<file path="config.mk">
export PLATFORM = sky130hd
export DESIGN_NAME = mem_access_ctrl
export DESIGN_NICKNAME = d
export VERILOG_FILES = /design/src/rtl/mem_ctrl_pkg.sv /design/src/rtl/rr_arb2.sv /design/src/rtl/mem_access_ctrl.sv
export SDC_FILE = /design/constraint.sdc
export NUM_CORES = 1
export LEC_CHECK = 0
export CAP_MARGIN = 20
export CORE_AREA = 2 2 90 57
export CTS_CLUSTER_SIZE = 28
export DETAILED_ROUTE_END_ITERATION = 12
export DIE_AREA = 0 0 92 59
export PLACE_DENSITY = 0.8
export REMOVE_ABC_BUFFERS = 1
export SETUP_SLACK_MARGIN = 0.15
export SLEW_MARGIN = 10
export SYNTH_ARGS = -nofsm -noshare
export SYNTH_HDL_FRONTEND = slang
export SYNTH_SLANG_ARGS = --single-unit
export TNS_END_PERCENT = 10
</file>
<file path="constraint.sdc">
create_clock -name CLK -period 2.1 [get_ports CLK]
set_clock_uncertainty 0.15 [all_clocks]
set_input_delay 0.21 -clock CLK [delete_from_list [all_inputs] [get_ports CLK]]
set_output_delay 0.21 -clock CLK [all_outputs]
set_load 0.02 [all_outputs]
</file>
<file path="src/rtl/mem_ctrl_pkg.sv">
// Shared encodings and default sizes for the memory access controller.
// The owner encoding doubles as the arbiter's grant index.
package mem_ctrl_pkg;

    localparam int DEF_AW   = 8;
    localparam int DEF_DW   = 8;
    localparam int DEF_WAIT = 2;
    localparam int DEF_CW   = 3;

    typedef enum logic [1:0] {
        IDLE   = 2'd0,
        ACCESS = 2'd1,
        DONE   = 2'd2
    } state_t;

    typedef enum logic {
        OWN_CPU = 1'b0,
        OWN_DMA = 1'b1
    } owner_t;

endpackage

</file>
<file path="src/rtl/rr_arb2.sv">
// Two-input round-robin arbiter: on a tie the port that did not
// finish the previous access wins.
module rr_arb2
    import mem_ctrl_pkg::*;
(
    input  logic [1:0] i_req,
    input  owner_t     i_last_owner,
    output logic       o_gnt_valid,
    output owner_t     o_gnt_owner
);

    always_comb begin
        o_gnt_valid = |i_req;
        o_gnt_owner = OWN_CPU;
        case (i_req)
            2'b10:   o_gnt_owner = OWN_DMA;
            2'b11:   o_gnt_owner = (i_last_owner == OWN_CPU) ? OWN_DMA : OWN_CPU;
            default: o_gnt_owner = OWN_CPU;
        endcase
    end

endmodule

</file>
<file path="src/rtl/mem_access_ctrl.sv">
// Shares one memory between the CPU and a DMA port, one access at a
// time, with WAIT wait states and a one-cycle completion pulse.
module mem_access_ctrl
    import mem_ctrl_pkg::*;
#(
    parameter int AW   = DEF_AW,
    parameter int DW   = DEF_DW,
    parameter int WAIT = DEF_WAIT,
    parameter int CW   = DEF_CW
) (
    input  logic          CLK,
    input  logic          reset,
    input  logic          cpu_req,
    input  logic          cpu_rnw,
    input  logic [AW-1:0] cpu_addr,
    input  logic [DW-1:0] cpu_wdata,
    output logic          MFC,
    output logic [DW-1:0] cpu_rdata,
    input  logic          dma_req,
    input  logic          dma_rnw,
    input  logic [AW-1:0] dma_addr,
    input  logic [DW-1:0] dma_wdata,
    output logic          dma_ack,
    output logic [DW-1:0] dma_rdata,
    output logic          dma_gnt,
    output logic          mem_en,
    output logic          mem_we,
    output logic [AW-1:0] mem_addr,
    output logic [DW-1:0] mem_wdata,
    input  logic [DW-1:0] mem_rdata
);

    state_t        r_state;
    state_t        w_next;
    owner_t        r_owner;
    owner_t        r_last;
    logic          r_rnw;
    logic [AW-1:0] r_addr;
    logic [DW-1:0] r_wdata;
    logic [DW-1:0] r_cpu_rdata;
    logic [DW-1:0] r_dma_rdata;
    logic [CW-1:0] r_cnt;
    logic          w_gnt_valid;
    owner_t        w_gnt_owner;
    logic          w_cnt_zero;

    assign w_cnt_zero = (r_cnt == '0);

    rr_arb2 u_arb (
        .i_req        ({dma_req, cpu_req}),
        .i_last_owner (r_last),
        .o_gnt_valid  (w_gnt_valid),
        .o_gnt_owner  (w_gnt_owner)
    );

    always_ff @(posedge CLK) begin
        if (reset) r_state <= IDLE;
        else       r_state <= w_next;
    end

    always_comb begin
        w_next = r_state;
        case (r_state)
            IDLE:    if (w_gnt_valid) w_next = ACCESS;
            ACCESS:  if (w_cnt_zero) w_next = DONE;
            DONE:    w_next = IDLE;
            default: w_next = IDLE;
        endcase
    end

    // Port inputs are sampled only at grant; later changes are ignored.
    always_ff @(posedge CLK) begin
        if (reset) begin
            r_owner     <= OWN_CPU;
            r_last      <= OWN_DMA;
            r_rnw       <= 1'b0;
            r_addr      <= '0;
            r_wdata     <= '0;
            r_cnt       <= '0;
            r_cpu_rdata <= '0;
            r_dma_rdata <= '0;
        end else if (r_state == IDLE && w_gnt_valid) begin
            r_owner <= w_gnt_owner;
            r_cnt   <= CW'(WAIT);
            if (w_gnt_owner == OWN_DMA) begin
                r_rnw   <= dma_rnw;
                r_addr  <= dma_addr;
                r_wdata <= dma_wdata;
            end else begin
                r_rnw   <= cpu_rnw;
                r_addr  <= cpu_addr;
                r_wdata <= cpu_wdata;
            end
        end else if (r_state == ACCESS) begin
            if (w_cnt_zero) begin
                r_last <= r_owner;
                if (r_rnw && r_owner == OWN_CPU) r_cpu_rdata <= mem_rdata;
                if (r_rnw && r_owner == OWN_DMA) r_dma_rdata <= mem_rdata;
            end else begin
                r_cnt <= r_cnt - 1'b1;
            end
        end
    end

    always_comb begin
        mem_en    = 1'b0;
        mem_we    = 1'b0;
        mem_addr  = '0;
        mem_wdata = '0;
        dma_gnt   = 1'b0;
        MFC       = 1'b0;
        dma_ack   = 1'b0;
        case (r_state)
            ACCESS: begin
                mem_en    = 1'b1;
                mem_we    = !r_rnw;
                mem_addr  = r_addr;
                mem_wdata = r_wdata;
                dma_gnt   = (r_owner == OWN_DMA);
            end
            DONE: begin
                dma_gnt = (r_owner == OWN_DMA);
                MFC     = (r_owner == OWN_CPU);
                dma_ack = (r_owner == OWN_DMA);
            end
            default: ;
        endcase
    end

    assign cpu_rdata = r_cpu_rdata;
    assign dma_rdata = r_dma_rdata;

endmodule

</file>
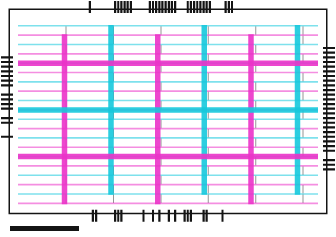
**Above:** run 1 (PDN straps and rails).
The bar under the picture is 20 um long. Pins as bars on the die edge. Tap cells in grey.
colour	net
magenta	VSS
cyan	VDD
signal pins	83
tap cells	63
Die Y: 59 um
core box area: 4520 um2
Worst IR Drop VDD: 510 uV

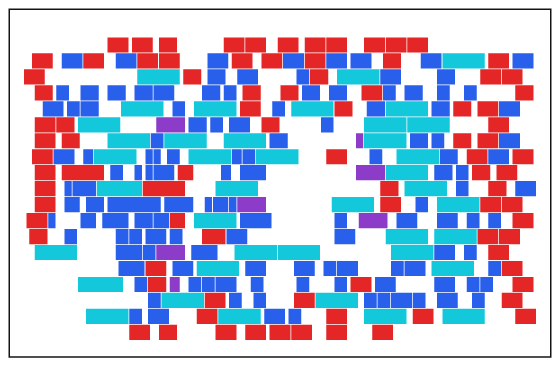
**Above:** run 1 (cells coloured by class).
colour	class	cells	share of their area
purple	clock drivers and dummy loads	7	2.8%
cyan	registers	40	29%
red	remaining buffers and delay cells	87	31%
blue	remaining logic cells	129	38%
Final Cell Area: 2870 um2
site row count: 19
Finished Core Util: 0.635

==> flow_summary.ini, run 1 <==
; yosys + openroad results
[sta]
tightest_slew_ps = 378
finalMaxSlewViolations = 0
max_freq_mhz = 546

[cts]
clock_path_buffers = 2
h-tree-depth = 2

[yosys]
ys_ff = 40
ys_area_um2 = 1880
synthArstFlopShare = 0
ys_warn_count = 0
ys_cells = 181

[global_route]
overflow = 0

[critical_path]
crit_type = flop to output port
crit_chain = inv_1 > ha_1 > and2_1 > dlygate4sd2_1
crit_family = buffers and inverters
r2r_end = cpu_rdata[4]
worstPathRequired_ps = 1740
cp-start-kind = flop

[floorplanning]
die-area_um2 = 5430

[layout]
mostFrequentLayoutCells = 61 x clkdlybuf4s50_1, 38 x dfxtp_1, 34 x mux2i_1

[placed_design]
place_hpwl_um = 3320

[status]
status = complete, no violations

[detailed_routing]
wl_met3_um = 273
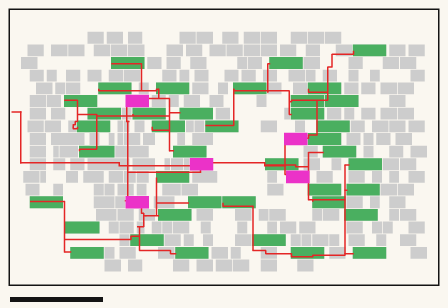
**Above:** run 1 (clock network drawn from the DEF).
The bar under the picture is 20 um long.
[magenta] clock-net drivers | count: 5
[green] flip-flops | count: 40
[red] clock wires | length: 458 um
routed clock nets	6
Clk. pwr: 0.470 mW
Late-Pin Clk Latency: 280 ps
clock power share: 0.218

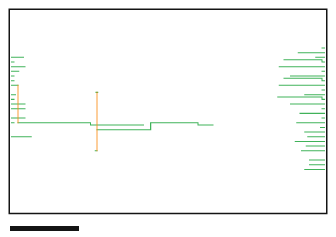
**Above:** run 1 (routed metal, one colour a layer).
The bar under the picture is 20 um long. Two of the layers only.
colour	layer	wire length
green	M3	274 um
orange	M4	27.9 um
Vias: 1551
WL final: 4380 um
drt wl/cell: 13.4 um
GRT Total Usage: 0.162

==> run 1: power by group through the flow <==
stage          clock network, mW  registers (mW)  logic, mW
2_1_floorplan                  0           0.938      0.417
3_3_place_gp                   0           0.944      0.760
3_5_place_dp                   0           0.949      0.774
4_1_cts                    0.486           0.935      0.738
5_1_grt                    0.516           0.957      0.808
6_report                   0.470           0.943      0.741
==> run 1: registers in the layout (all words and copies together), names as in the netlist, 2 cells and up <==
signal,flops
cpu_rdata,8
dma_rdata,8
r_addr,8
r_wdata,8
r_cnt,3
r_state,2
==> run 1: Yosys cell counts (2+ instances only) <==
cell / n / area share
o2bb2ai_1: 17 / 0.079
nor2b_1: 3 / 0.010
and2_1: 18 / 0.060
inv_1: 3 / 0.0060
buf_2: 4 / 0.011
nor2_1: 3 / 0.0060
mux2i_1: 34 / 0.18
ha_1: 4 / 0.027
nand2_1: 3 / 0.0060
nand2b_1: 26 / 0.087
dfxtp_1: 40 / 0.43
a21oi_1: 2 / 0.0053
clkbuf_1: 6 / 0.012
==> run 1: metal layers <==
| metal | track usage | vias to the layer above |
|---|---|---|
| li1 | - | 796 |
| met1 | 0.224 | 706 |
| met2 | 0.255 | 44 |
| met3 | 0.0471 | 5 |
| met4 | 0.0384 | 0 |
| met5 | 0 | - |
==> run 1: stage by stage <==
stage | hold WS, ps | power, mW
after floorplan | 129 | 1.35
after global placement | 287 | 1.70
after detailed placement | 291 | 1.72
after CTS | 313 | 2.16
after global routing | 333 | 2.28
final | 310 | 2.15
==> run 1: timing repair <==
action	in CTS	in global routing
pin swaps	0	2
gates resized	23	7
endpoints found under the setup margin	29	33
setup buffers	0	0
==> run 1: how the worst max path moves through the flow <==
| stage | slack (ps) | cells after the start | endpoint |
|---|---|---|---|
| finish | 270 | 4 | dma_gnt |
| global route | 170 | 6 | cpu_rdata[5] |
| CTS | 150 | 6 | cpu_rdata[5] |
| detailed placement | 120 | 6 | dma_rdata[4] |
| global placement | 170 | 6 | dma_rdata[6] |
| floorplan | -700 | 3 | r_addr[0] |
==> run 1: worst reg2reg max path, cell delays in order (launching register included) <==
cell and delay [ps]:
dfxtp_2 340, inv_4 70, ha_4 140, or4b_4 480, nor3b_2 210, buf_6 180, mux2i_1 190
==> run 1: logic make-up after synthesis <==
kind of cell | share of synthesized area
fa+ha+maj | 0.0266
buf+inv | 0.0366
flops | 0.426
mux | 0.181
compound gates | 0.114
simple gates | 0.216
==> run 1: cell type report <==
cell class              instances  area (um2)
flip-flops and latches         40         803
inverters                       3        13.8
well taps                      63        78.8
clock inverters                 1        5.00
fillers                       408        1650
multi-input cells             126        1030
clock buffers                   6        72.6
repair buffers                 87         862
==> run 2: changes to the inputs <==
CAP_MARGIN = unset   (was 20)
==> run 2 against run 1 <==
Against the previous run:
- flip-flop count is the same
- largest cell class unchanged
- critical path type unchanged
- synthesized area did not move
- via count unchanged
- core utilization is the same
==> flow_summary.ini, run 2 <==
; yosys + openroad results
[status]
status = complete, no violations

[floorplanning]
core_area_um2 = 4520
rows = 19
die-area_um2 = 5430

[yosys]
post-synth-top-count-cell = dfxtp_1
synthSimpleGateAreaFrac = 0.216
synthArstFlopShare = 0
synthXorXnorAreaFrac = 0
netlist_logic_family_top = simple AND/OR/NAND/NOR gates
mux_share = 0.181
synthAoiAreaFrac = 0.114
ys_cells = 181
largest_area_cell = dfxtp_1
ys_area_um2 = 1880
ys_seq_share = 0.426
yosysTopAreaCellShare = 0.426
ys_warn_count = 0
area_leaders = dfxtp_1 43%, mux2i_1 18%, nand2b_1 8.7%
ys_ff = 40

[global_route]
track_usage = 0.162
overflow = 0

[power_and_ir_drop]
power_frac_clock = 0.218
total_power_mw = 2.15

[cts]
clock_latency_ps = 280
clock_path_buffers = 2
cts_setup_buffers = 0
h-tree-depth = 2

[critical_path]
crit_type = flop to output port
cp_max_fo = 4
worstPathRequired_ps = 1740
cp-start-kind = flop
reg2regPathDepth = 6

[sta]
holdWs_ps = 310
max_freq_mhz = 546
tightest_slew_ps = 378
finalMaxSlewViolations = 0

[layout]
fillCellCount = 408
drive_above_1_share = 0.0837

[detailed_routing]
routedWlPerCell_um = 13.4
wl_um = 4380
drtIter0Drc = 21

[placed_design]
place_hpwl_um = 3320
-- run 2: metrics by stage --
stage,utilization,area [um2]
6_report,0.635,2870
3_3_place_gp,0.617,2790
3_5_place_dp,0.617,2790
5_1_grt,0.635,2870
2_1_floorplan,-,1820
4_1_cts,0.630,2850
-- run 2: per-layer routing --
layer / global-route usage / up-vias / share of wire
li1: - / 796 / -
met1: 0.224 / 706 / 0.50
met2: 0.255 / 44 / 0.43
met3: 0.0471 / 5 / 0.062
met4: 0.0384 / 0 / 0.0062
met5: 0 / - / 0
-- run 2: how the worst max path moves through the flow --
stage                     startpoint            to  slack (ps)  depth (start not counted)
after global routing      r_state[1]  cpu_rdata[5]         170                          6
after detailed placement  r_state[1]  dma_rdata[4]         120                          6
after global placement    r_state[1]  dma_rdata[6]         170                          6
after floorplan               r_last     r_addr[0]        -700                          3
final                     r_state[0]       dma_gnt         270                          4
after CTS                 r_state[1]  cpu_rdata[5]         150                          6
-- run 2: cells by family (layout without fill, tap and decap cells) --
kind of cell    after synthesis  count (layout)
flops                        40              40
mux                          34              34
buf+inv                      15              97
compound gates               26              26
fa+ha+maj                     4               4
simple gates                 62              62
-- run 2: worst max-delay path: stages, from the launching register on --
cell,delay [ps]
dfxtp_2,350
inv_1,90
ha_1,290
and2_1,150
dlygate4sd2_1,310
-- run 2: power by group through the flow --
stage	logic, mW	clock network (mW)	registers, mW
5_1_grt	0.808	0.516	0.957
3_5_place_dp	0.774	0	0.949
6_report	0.741	0.470	0.943
3_3_place_gp	0.760	0	0.944
2_1_floorplan	0.417	0	0.938
4_1_cts	0.738	0.486	0.935
-- run 2: timing repair --
item	4_1_cts	5_1_grt
resized	23	7
gates cloned	0	0
hold buffers	0	0
pin swaps	0	2
endpoints found under the setup margin	29	33
-- run 2: area by class of cell --
class / count / area [um2] / share of cell area
clock buffers: 6 / 72.6 / 0.0253
well taps: 63 / 78.8 / 0.0275
multi-input cells: 126 / 1030 / 0.360
inverters: 3 / 13.8 / 0.00480
clock inverters: 1 / 5.00 / 0.00175
flip-flops and latches: 40 / 803 / 0.280
repair buffers: 87 / 862 / 0.301
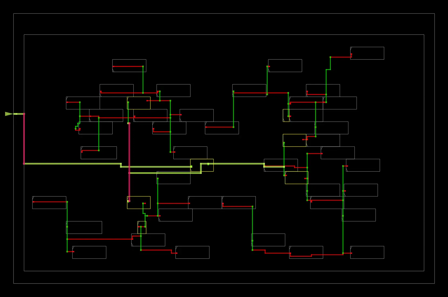
**Above:** run 2 (clock routing).
Flops: 40
TritonCTS Sinks: 40
Num CTS Buffers: 5

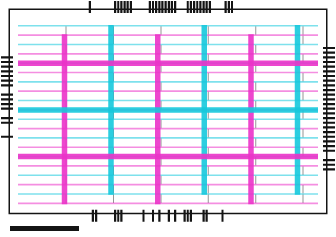
**Above:** run 2 (PDN straps and rails).
The bar under the picture is 20 um long. Pins as bars on the die edge. Tap cells in grey.
colour	net
magenta	VSS
cyan	VDD
signal pins	83
met5 straps	3
met4 straps	6
rows	19
Die Span X: 92 um

**Run 2: cells coloured by class**

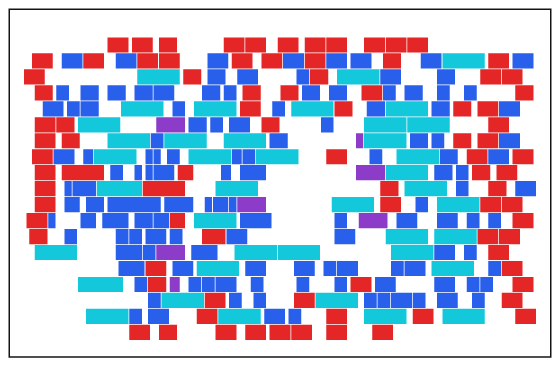

==> run 3: changes to the inputs <==
CAP_MARGIN = 0   (was unset)
CORE_AREA = 2 2 94 60   (was 2 2 90 57)
DIE_AREA = 0 0 96 62   (was 0 0 92 59)
PLACE_DENSITY = 0.76   (was 0.8)
clock period = 1.6 ns   (was 2.1 ns; I/O delays follow)
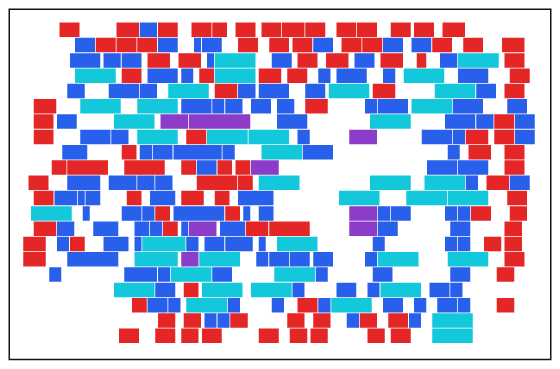
**Above:** run 3 (cells coloured by class).
colour	class	cells	share of their area
cyan	registers	40	25%
red	remaining buffers and delay cells	103	32%
blue	remaining logic cells	129	39%
purple	clock drivers and dummy loads	8	3.8%
sequential share of cell area: 0.245
Final Cell Area: 3280 um2
core box area: 5230 um2
site row count: 21

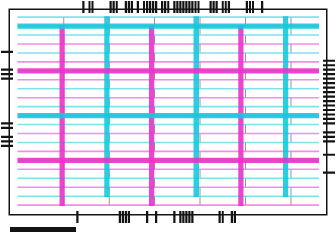
**Above:** run 3 (PDN straps and rails).
The bar under the picture is 20 um long. Pins as bars on the die edge. Tap cells in grey.
colour	net
cyan	VDD
magenta	VSS
met4 straps	6
rows	21
Worst IR Drop VDD: 574 uV
Die Y: 62 um
Die Span X: 96 um

==> run 3 against run 2 <==
Against the previous run:
- clock power grew 86%
- the flow now finishes with violations (setup timing)
- combinational power increased by 85%
- first-iteration DRC count rose by 33%
- power rose by 62%
- sequential share of layout area down 3.5 points
- wire length increased by 7.7%
- synthesized cell count unchanged
- critical path type is now flop to flop
- largest power group is now combinational logic
- cell count grew 7.1%
- register-to-register slack worse by 460 ps
- highest routed layer unchanged
- global-route usage rose by 0.28 points
- cell area rose by 14%
- core utilization shrank 0.77 points
==> flow_summary.ini, run 3 <==
; yosys + openroad results
[yosys]
largest_area_cell = dfxtp_1
ys_ff = 40
area_leaders = dfxtp_1 43%, mux2i_1 18%, nand2b_1 8.7%
ys_warn_count = 0
yosysTopAreaCellShare = 0.426
ys_seq_share = 0.426
post-synth-top-count-cell = dfxtp_1

[sta]
setup_viol_count_final = 38
fin_ws_ps = -197
tightest_slew_ps = 313

[layout]
post-route-util = 0.627
mostFrequentLayoutCells = 45 x clkdlybuf4s50_1, 38 x dfxtp_1, 34 x mux2i_1
drive_above_1_share = 0.332

[detailed_routing]
routedWlPerCell_um = 13.5
num_vias = 1642
drtIter0Drc = 28

[status]
violations = setup timing
status = finished with violations

[critical_path]
reg2regPathDepth = 6
worstPathRequired_ps = 1660

[cts]
clock_latency_ps = 290
numCtsBuffers = 5
## run 3: cell counts after synthesis
No cell type changed its count.
## run 3: per-stage QoR
| stage | hold slack (ps) | setup slack (ps) | area, um2 | instances | TNS (ps) |
|---|---|---|---|---|---|
| floorplan | 79.1 | -1200 | 1820 | 169 | -32730 |
| global placement | 286 | -191 | 2910 | 339 | -6790 |
| detailed placement | 289 | -267 | 2910 | 339 | -7950 |
| CTS | 303 | -206 | 3230 | 348 | -1980 |
| global route | 330 | -289 | 3280 | 349 | -6830 |
| finish | 312 | -197 | 3280 | 349 | -3760 |
## run 3: what timing repair did
action	4_1_cts	5_1_grt
hold buffers	0	0
pin swaps	10	16
setup endpoints to repair	76	60
resized	166	16
setup buffers	1	1
## run 3: cell type report
class,count,area [um2]
Multi-Input combinational cell,126,1220
Clock buffer,6,82.6
Inverter,3,11.3
Clock inverter,2,38.8
Sequential cell,40,803
Fill cell,437,1950
Tap cell,69,86.3
Timing Repair Buffer,103,1030
## run 3: cells by family after synthesis
logic type,Yosys count,share of synthesized area
AND-OR/OR-AND,26,0.114
adder cells (fa/ha/maj),4,0.0266
buffers and inverters,15,0.0366
flip-flops,40,0.426
multiplexers,34,0.181
AND/OR/NAND/NOR,62,0.216
## run 3: worst max-delay path by stage
| stage | startpoint | to | slack [ps] | cells after the start |
|---|---|---|---|---|
| final | r_state[1] | cpu_rdata[4] | -200 | 6 |
| after global routing | r_state[1] | cpu_rdata[4] | -290 | 6 |
| after CTS | r_state[1] | cpu_rdata[5] | -210 | 6 |
| after detailed placement | r_state[1] | cpu_rdata[5] | -270 | 6 |
| after global placement | r_state[1] | cpu_rdata[1] | -190 | 6 |
| after floorplan | r_last | r_addr[0] | -1200 | 3 |
## run 3: metal layers
metal | routed length, um | GRT usage | vias up
li1 | - | - | 830
met1 | 2180 | 0.219 | 773
met2 | 2270 | 0.271 | 34
met3 | 237 | 0.0410 | 5
met4 | 33 | 0.0490 | 0
met5 | 0 | 0 | -
## run 3: report_power, final
group | switching (mW) | internal [mW]
clock network | 0.364 | 0.510
logic | 0.626 | 0.740
registers | 0.102 | 1.14
## run 3: worst max-delay path, cell delays in order (launching register included)
cell	delay, ps
dfxtp_2	330
inv_2	70
ha_4	130
or4b_4	460
nor3b_2	190
buf_6	180
mux2i_1	220
No activity file was given, so power comes from the tool's default toggle rates.
